$ cat src/rtl/sar_seq_ctrl_if.sv
// Signal bundle between the SAR sequencer and its surroundings: start
// control, comparator outputs, DAC trial code and conversion result.
interface sar_seq_ctrl_if #(
   parameter int unsigned NBITS = 10
);
   logic             start;
   logic             outp;
   logic             outn;
   logic             sample;
   logic             clkc;
   logic [NBITS-1:0] clc;
   logic [NBITS-1:0] data;
   logic             busy;
   logic             done;
   logic             meta_err;

   // sequencer side
   modport master (
      input  start, outp, outn,
      output sample, clkc, clc, data, busy, done, meta_err
   );

   // environment side (start control, comparator, DAC/datapath)
   modport slave (
      output start, outp, outn,
      input  sample, clkc, clc, data, busy, done, meta_err
   );
endinterface

$ cat src/rtl/sar_seq_ctrl.sv
// Successive-approximation sequencer: runs the sample phase, clocks the
// comparator, resolves one bit per compare (MSB first) and publishes the
// final code with a one-cycle done pulse. All outputs are registered.
module sar_seq_ctrl #(
   parameter int unsigned NBITS      = 10,
   parameter int unsigned SAMPLE_CYC = 2,
   parameter int unsigned SETTLE_CYC = 1,
   parameter int unsigned TIMEOUT    = 8
) (
   input logic           clk,
   input logic           creset_n,
   sar_seq_ctrl_if.master bus
);

   localparam int unsigned CMAX0 = (SAMPLE_CYC > SETTLE_CYC) ? SAMPLE_CYC : SETTLE_CYC;
   localparam int unsigned CMAX  = (CMAX0 > TIMEOUT) ? CMAX0 : TIMEOUT;
   localparam int unsigned CW    = (CMAX > 1) ? $clog2(CMAX) : 1;
   localparam int unsigned IW    = (NBITS > 1) ? $clog2(NBITS) : 1;

   localparam logic [CW-1:0] SAMPLE_LAST  = CW'(SAMPLE_CYC - 1);
   localparam logic [CW-1:0] SETTLE_LAST  = CW'(SETTLE_CYC - 1);
   localparam logic [CW-1:0] TIMEOUT_LAST = CW'(TIMEOUT - 1);

   typedef enum logic [2:0] {
      IDLE,
      SAMPLE,
      SETTLE,
      COMPARE,
      DONE
   } state_t;

   state_t           state, state_nxt;
   logic             sample_r, sample_nxt;
   logic             clkc_r, clkc_nxt;
   logic [NBITS-1:0] clc_r, clc_nxt;
   logic [NBITS-1:0] data_r, data_nxt;
   logic             busy_r, busy_nxt;
   logic             done_r, done_nxt;
   logic             meta_r, meta_nxt;
   logic [IW-1:0]    idx, idx_nxt, idx_dn;
   logic [CW-1:0]    cnt, cnt_nxt;
   logic             resolve;
   logic             bitval;

   // state and registered outputs
   always_ff @(posedge clk or negedge creset_n) begin
      if (!creset_n) begin
         state    <= IDLE;
         sample_r <= 1'b0;
         clkc_r   <= 1'b0;
         clc_r    <= '0;
         data_r   <= '0;
         busy_r   <= 1'b0;
         done_r   <= 1'b0;
         meta_r   <= 1'b0;
         idx      <= '0;
         cnt      <= '0;
      end else begin
         state    <= state_nxt;
         sample_r <= sample_nxt;
         clkc_r   <= clkc_nxt;
         clc_r    <= clc_nxt;
         data_r   <= data_nxt;
         busy_r   <= busy_nxt;
         done_r   <= done_nxt;
         meta_r   <= meta_nxt;
         idx      <= idx_nxt;
         cnt      <= cnt_nxt;
      end
   end

   // next-state and next-output decode
   always_comb begin
      state_nxt  = state;
      sample_nxt = sample_r;
      clkc_nxt   = clkc_r;
      clc_nxt    = clc_r;
      data_nxt   = data_r;
      busy_nxt   = busy_r;
      done_nxt   = 1'b0;
      meta_nxt   = meta_r;
      idx_nxt    = idx;
      cnt_nxt    = cnt;
      idx_dn     = idx - 1'b1;
      resolve    = 1'b0;
      bitval     = 1'b0;

      case (state)
         IDLE: begin
            if (bus.start) begin
               state_nxt  = SAMPLE;
               sample_nxt = 1'b1;
               busy_nxt   = 1'b1;
               clc_nxt    = '0;
               meta_nxt   = 1'b0;
               idx_nxt    = IW'(NBITS - 1);
               cnt_nxt    = '0;
            end
         end
         SAMPLE: begin
            if (cnt == SAMPLE_LAST) begin
               state_nxt            = SETTLE;
               sample_nxt           = 1'b0;
               clc_nxt              = '0;
               clc_nxt[NBITS-1]     = 1'b1;
               cnt_nxt              = '0;
            end else begin
               cnt_nxt = cnt + 1'b1;
            end
         end
         SETTLE: begin
            // settle count saturates; the compare waits for a precharged comparator
            if (cnt == SETTLE_LAST) begin
               if (bus.outp && bus.outn) begin
                  state_nxt = COMPARE;
                  clkc_nxt  = 1'b1;
                  cnt_nxt   = '0;
               end
            end else begin
               cnt_nxt = cnt + 1'b1;
            end
         end
         COMPARE: begin
            if ({bus.outp, bus.outn} == 2'b10) begin
               resolve = 1'b1;
               bitval  = 1'b1;
            end else if ({bus.outp, bus.outn} == 2'b01) begin
               resolve = 1'b1;
            end else if (cnt == TIMEOUT_LAST) begin
               resolve  = 1'b1;
               meta_nxt = 1'b1;
            end else begin
               cnt_nxt = cnt + 1'b1;
            end
            if (resolve) begin
               clc_nxt[idx] = bitval;
               clkc_nxt     = 1'b0;
               cnt_nxt      = '0;
               if (idx != '0) begin
                  clc_nxt[idx_dn] = 1'b1;
                  idx_nxt         = idx_dn;
                  state_nxt       = SETTLE;
               end else begin
                  state_nxt = DONE;
               end
            end
         end
         DONE: begin
            data_nxt  = clc_r;
            done_nxt  = 1'b1;
            busy_nxt  = 1'b0;
            state_nxt = IDLE;
         end
         default: state_nxt = IDLE;
      endcase
   end

   assign bus.sample   = sample_r;
   assign bus.clkc     = clkc_r;
   assign bus.clc      = clc_r;
   assign bus.data     = data_r;
   assign bus.busy     = busy_r;
   assign bus.done     = done_r;
   assign bus.meta_err = meta_r;

endmodule

$ cat src/flat_wrapper.sv
// flat-port wrapper written by rule: the top's interface ports become plain ports
module sar_seq_ctrl_flat 
#(
   parameter int unsigned NBITS      = 10,
   parameter int unsigned SAMPLE_CYC = 2,
   parameter int unsigned SETTLE_CYC = 1,
   parameter int unsigned TIMEOUT    = 8
)
  (clk, creset_n, bus_start, bus_outp, bus_outn, bus_sample, bus_clkc, bus_clc, bus_data, bus_busy, bus_done, bus_meta_err);
  sar_seq_ctrl_if #(.NBITS(NBITS)) bus_i ();
  input logic clk;
  input logic creset_n;
  input wire logic [$bits(bus_i.start)-1:0] bus_start;
  input wire logic [$bits(bus_i.outp)-1:0] bus_outp;
  input wire logic [$bits(bus_i.outn)-1:0] bus_outn;
  output wire logic [$bits(bus_i.sample)-1:0] bus_sample;
  output wire logic [$bits(bus_i.clkc)-1:0] bus_clkc;
  output wire logic [$bits(bus_i.clc)-1:0] bus_clc;
  output wire logic [$bits(bus_i.data)-1:0] bus_data;
  output wire logic [$bits(bus_i.busy)-1:0] bus_busy;
  output wire logic [$bits(bus_i.done)-1:0] bus_done;
  output wire logic [$bits(bus_i.meta_err)-1:0] bus_meta_err;
  assign bus_i.start = bus_start;
  assign bus_i.outp = bus_outp;
  assign bus_i.outn = bus_outn;
  assign bus_sample = bus_i.sample;
  assign bus_clkc = bus_i.clkc;
  assign bus_clc = bus_i.clc;
  assign bus_data = bus_i.data;
  assign bus_busy = bus_i.busy;
  assign bus_done = bus_i.done;
  assign bus_meta_err = bus_i.meta_err;
  sar_seq_ctrl #(.NBITS(NBITS), .SAMPLE_CYC(SAMPLE_CYC), .SETTLE_CYC(SETTLE_CYC), .TIMEOUT(TIMEOUT)) u_core (.clk(clk), .creset_n(creset_n), .bus(bus_i));
endmodule
$ cat config.mk
export PLATFORM = sky130hd
export DESIGN_NAME = sar_seq_ctrl_flat
export DESIGN_NICKNAME = d
export VERILOG_FILES = /design/src/rtl/sar_seq_ctrl_if.sv /design/src/rtl/sar_seq_ctrl.sv /design/src/flat_wrapper.sv
export SDC_FILE = /design/constraint.sdc
export NUM_CORES = 1
export LEC_CHECK = 0
export CAP_MARGIN = 10
export CORE_MARGIN = 10
export CORE_UTILIZATION = 50
export DETAILED_ROUTE_END_ITERATION = 6
export PLACE_DENSITY = 0.74
export SYNTH_ARGS = -nofsm -noshare
export SYNTH_HDL_FRONTEND = slang
export SYNTH_SLANG_ARGS = --single-unit
$ cat constraint.sdc
create_clock -name clk -period 4.1 [get_ports clk]
set_input_delay 0.41 -clock clk [delete_from_list [all_inputs] [get_ports clk]]
set_output_delay 0.41 -clock clk [all_outputs]
set_load 0.02 [all_outputs]
==> images/congestion_map.png <==
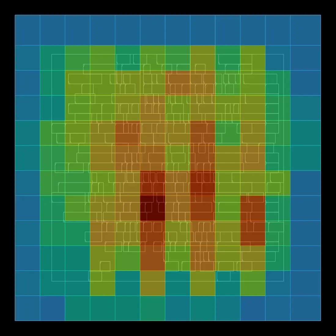
Global Route Usage Sum: 13.5%
GR Util met1: 18.4%
GR Util met2: 19.6%

==> images/port_trees.png <==
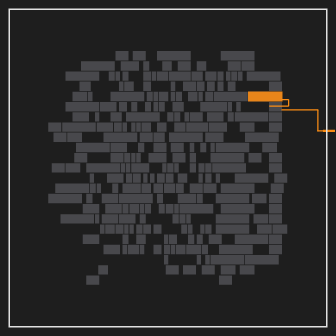
legend:
  orange:
    port: `bus_done`
    direction: output
    edge: right
    end_cells: 1
    buffers: 1
    wire: 25.6 um

==> images/util_map.png <==
The die is cut into 8 by 8 equal tiles; white is low, dark blue is high, 0 to 100% covered.
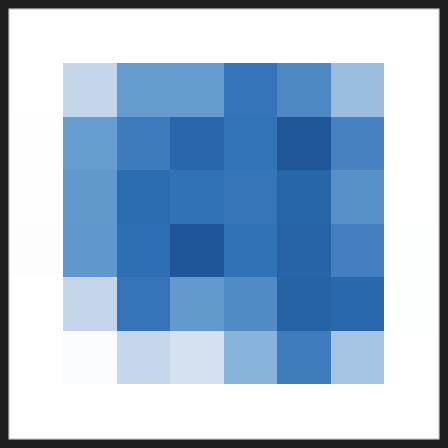
fullest tile: 85%
emptiest ninth of the die: lower left
nearly empty tiles: 44%
densest ninth of the die: centre
tiles over 75% full: 13%
mean over tiles: 34%

==> Changelog: implementation <==
### Metrics

* Vias per cell at 5.66
* Detailed Place HPWL at 3440 um
* Final min period at 2.07 ns
* # clk buffers at 8
* Initial antenna violation count at 0
* Signal buffers at 30
* Number of global-route vias before repair at 1608
* Distinct lib cells used at ~46
* Status: finished, final reports clean
* Count of library flops with an enable pin at 0
* CTS tree: built
* Register Area at 876 sq um
* Area leader share at a little over two fifths
* DR top layer: met4
* Post-CTS setup buffer count at 0
* Area grow syn2layout at 19.7%
* Cycle use final at 50.4%
* Yosys Warn Count at 0
* Inverters at 10
* WL/cell at 15.7 um
* Core box area at roughly 4000 sq um
* Comb area at 1100 sq um
* CP arrival at 2.23 ns
* CP peak stage delay at ~0.50 ns
* Design Area, Final at 2470 sq um
* Full die area at 7100 sq um
* Final Core Density at 61.8%
* Max_slew headroom at a little over a third
* Rows at 23
* CTS hold repair buffers at 0
* Largest class: logic gates
* WL met2 at 2040 um
* Most frequent logic cell in the layout: dfrtp_1
* # clock sinks at 35
* Post-synth regs at 35
* # Taps at 50
* Mux area share at 8.00%
* Clk ins delay skew pair at 0.29 ns
* Element type at the critical path end: flop
* N_diodes at 0
* GR Overflow Total at 0
* Final wirelength at between 4000 and 5000 um
* Grt met3 use at 3.29%
* Final Hold Fails at 0
* Setup ws final at 2.03 ns
* Yosys Chip Area at 2070 sq um
* Final ANT Viol Nets at 0
* Setup TNS at 0 ns
* # resized after CTS at 0
* Final nets at 257
* Hold_ws at 0.505 ns
* Largest net degree at the start of global routing at 36
* VDD IR max at between 0.0003 and 0.0004 V
* Total of max-cap violations at 0
* Comb_multi_in at around 160
* CTS Buf Count at 5
* Top cells excl fill/tap: 35 x dfrtp_1, 29 x clkdlybuf4s50_1, 24 x nand2_1, 18 x a21oi_1, 16 x o21ai_0
* Clk pin slew, worst setup/hold paths at 0.07 ns
* Clock Path Buffers at 2
* Layout cells sized above 1 at between 10% and 20%
* Simple share at 18.5%
* Leak at approximately 1.1 nW
* Post-synthesis sequential area ratio at 42.4%
* Worst-margin pin slew at 0.956 ns
* Initial DRC Count at 119
* AO/OA Area Share at between 10% and 20%
* CP bufs+invs at 1
* Worst Path Required at ~4.3 ns
* Fmax at 484 MHz
* Met1 Wirelength at 2180 um
* Dpl ws at roughly 2 ns
* Top logic family: AND-OR/OR-AND gates
* Async SR Flop Fraction at 100%
==> images/m1.png <==
Supply wires on this layer in grey.
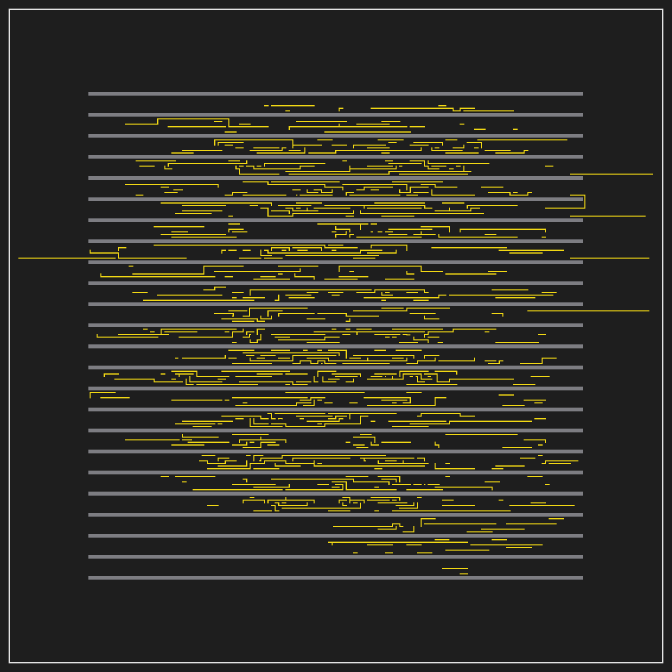
longest straight run: 22.1 um
main direction: horizontal
share of all routed wire: 48%

==> images/class_map.png <==
Scale bar: 20 um. Fill, decap, tap and diode cells in grey.
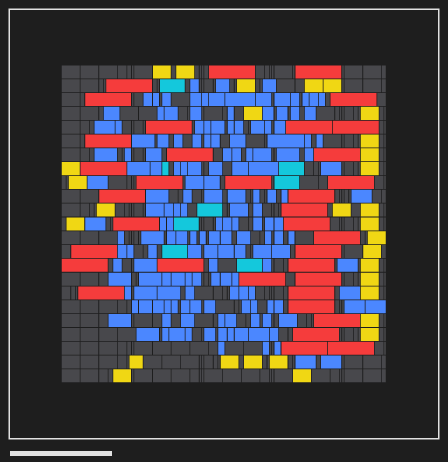
legend:
  red:
    class: registers
    cells: 35
  cyan:
    class: clock drivers and dummy loads
    cells: 8
  blue:
    class: remaining logic cells
    cells: 169
  yellow:
    class: remaining buffers and delay cells
    cells: 30

power by group:
part	internal [mW]	switching, mW
Sequential	0.435	0.139
Combinational	0.340	0.423
Clock	0.153	0.120
final timing paths:
kind                       slack (ns)  depth (start not counted)                end       startpoint
min in group asynchronous        0.52                          2      u_core.idx[1]         creset_n
setup reg to reg                 2.03                          7  u_core.bus.clc[4]    u_core.idx[0]
max in group asynchronous        3.24                          2  u_core.bus.clc[4]         creset_n
hold / removal                   0.50                          2    u_core.bus.busy  u_core.bus.busy
hold reg to reg                  0.50                          2    u_core.bus.busy  u_core.bus.busy
setup / recovery                 2.03                          7  u_core.bus.clc[4]    u_core.idx[0]
No activity file was given, so power comes from the tool's default toggle rates.
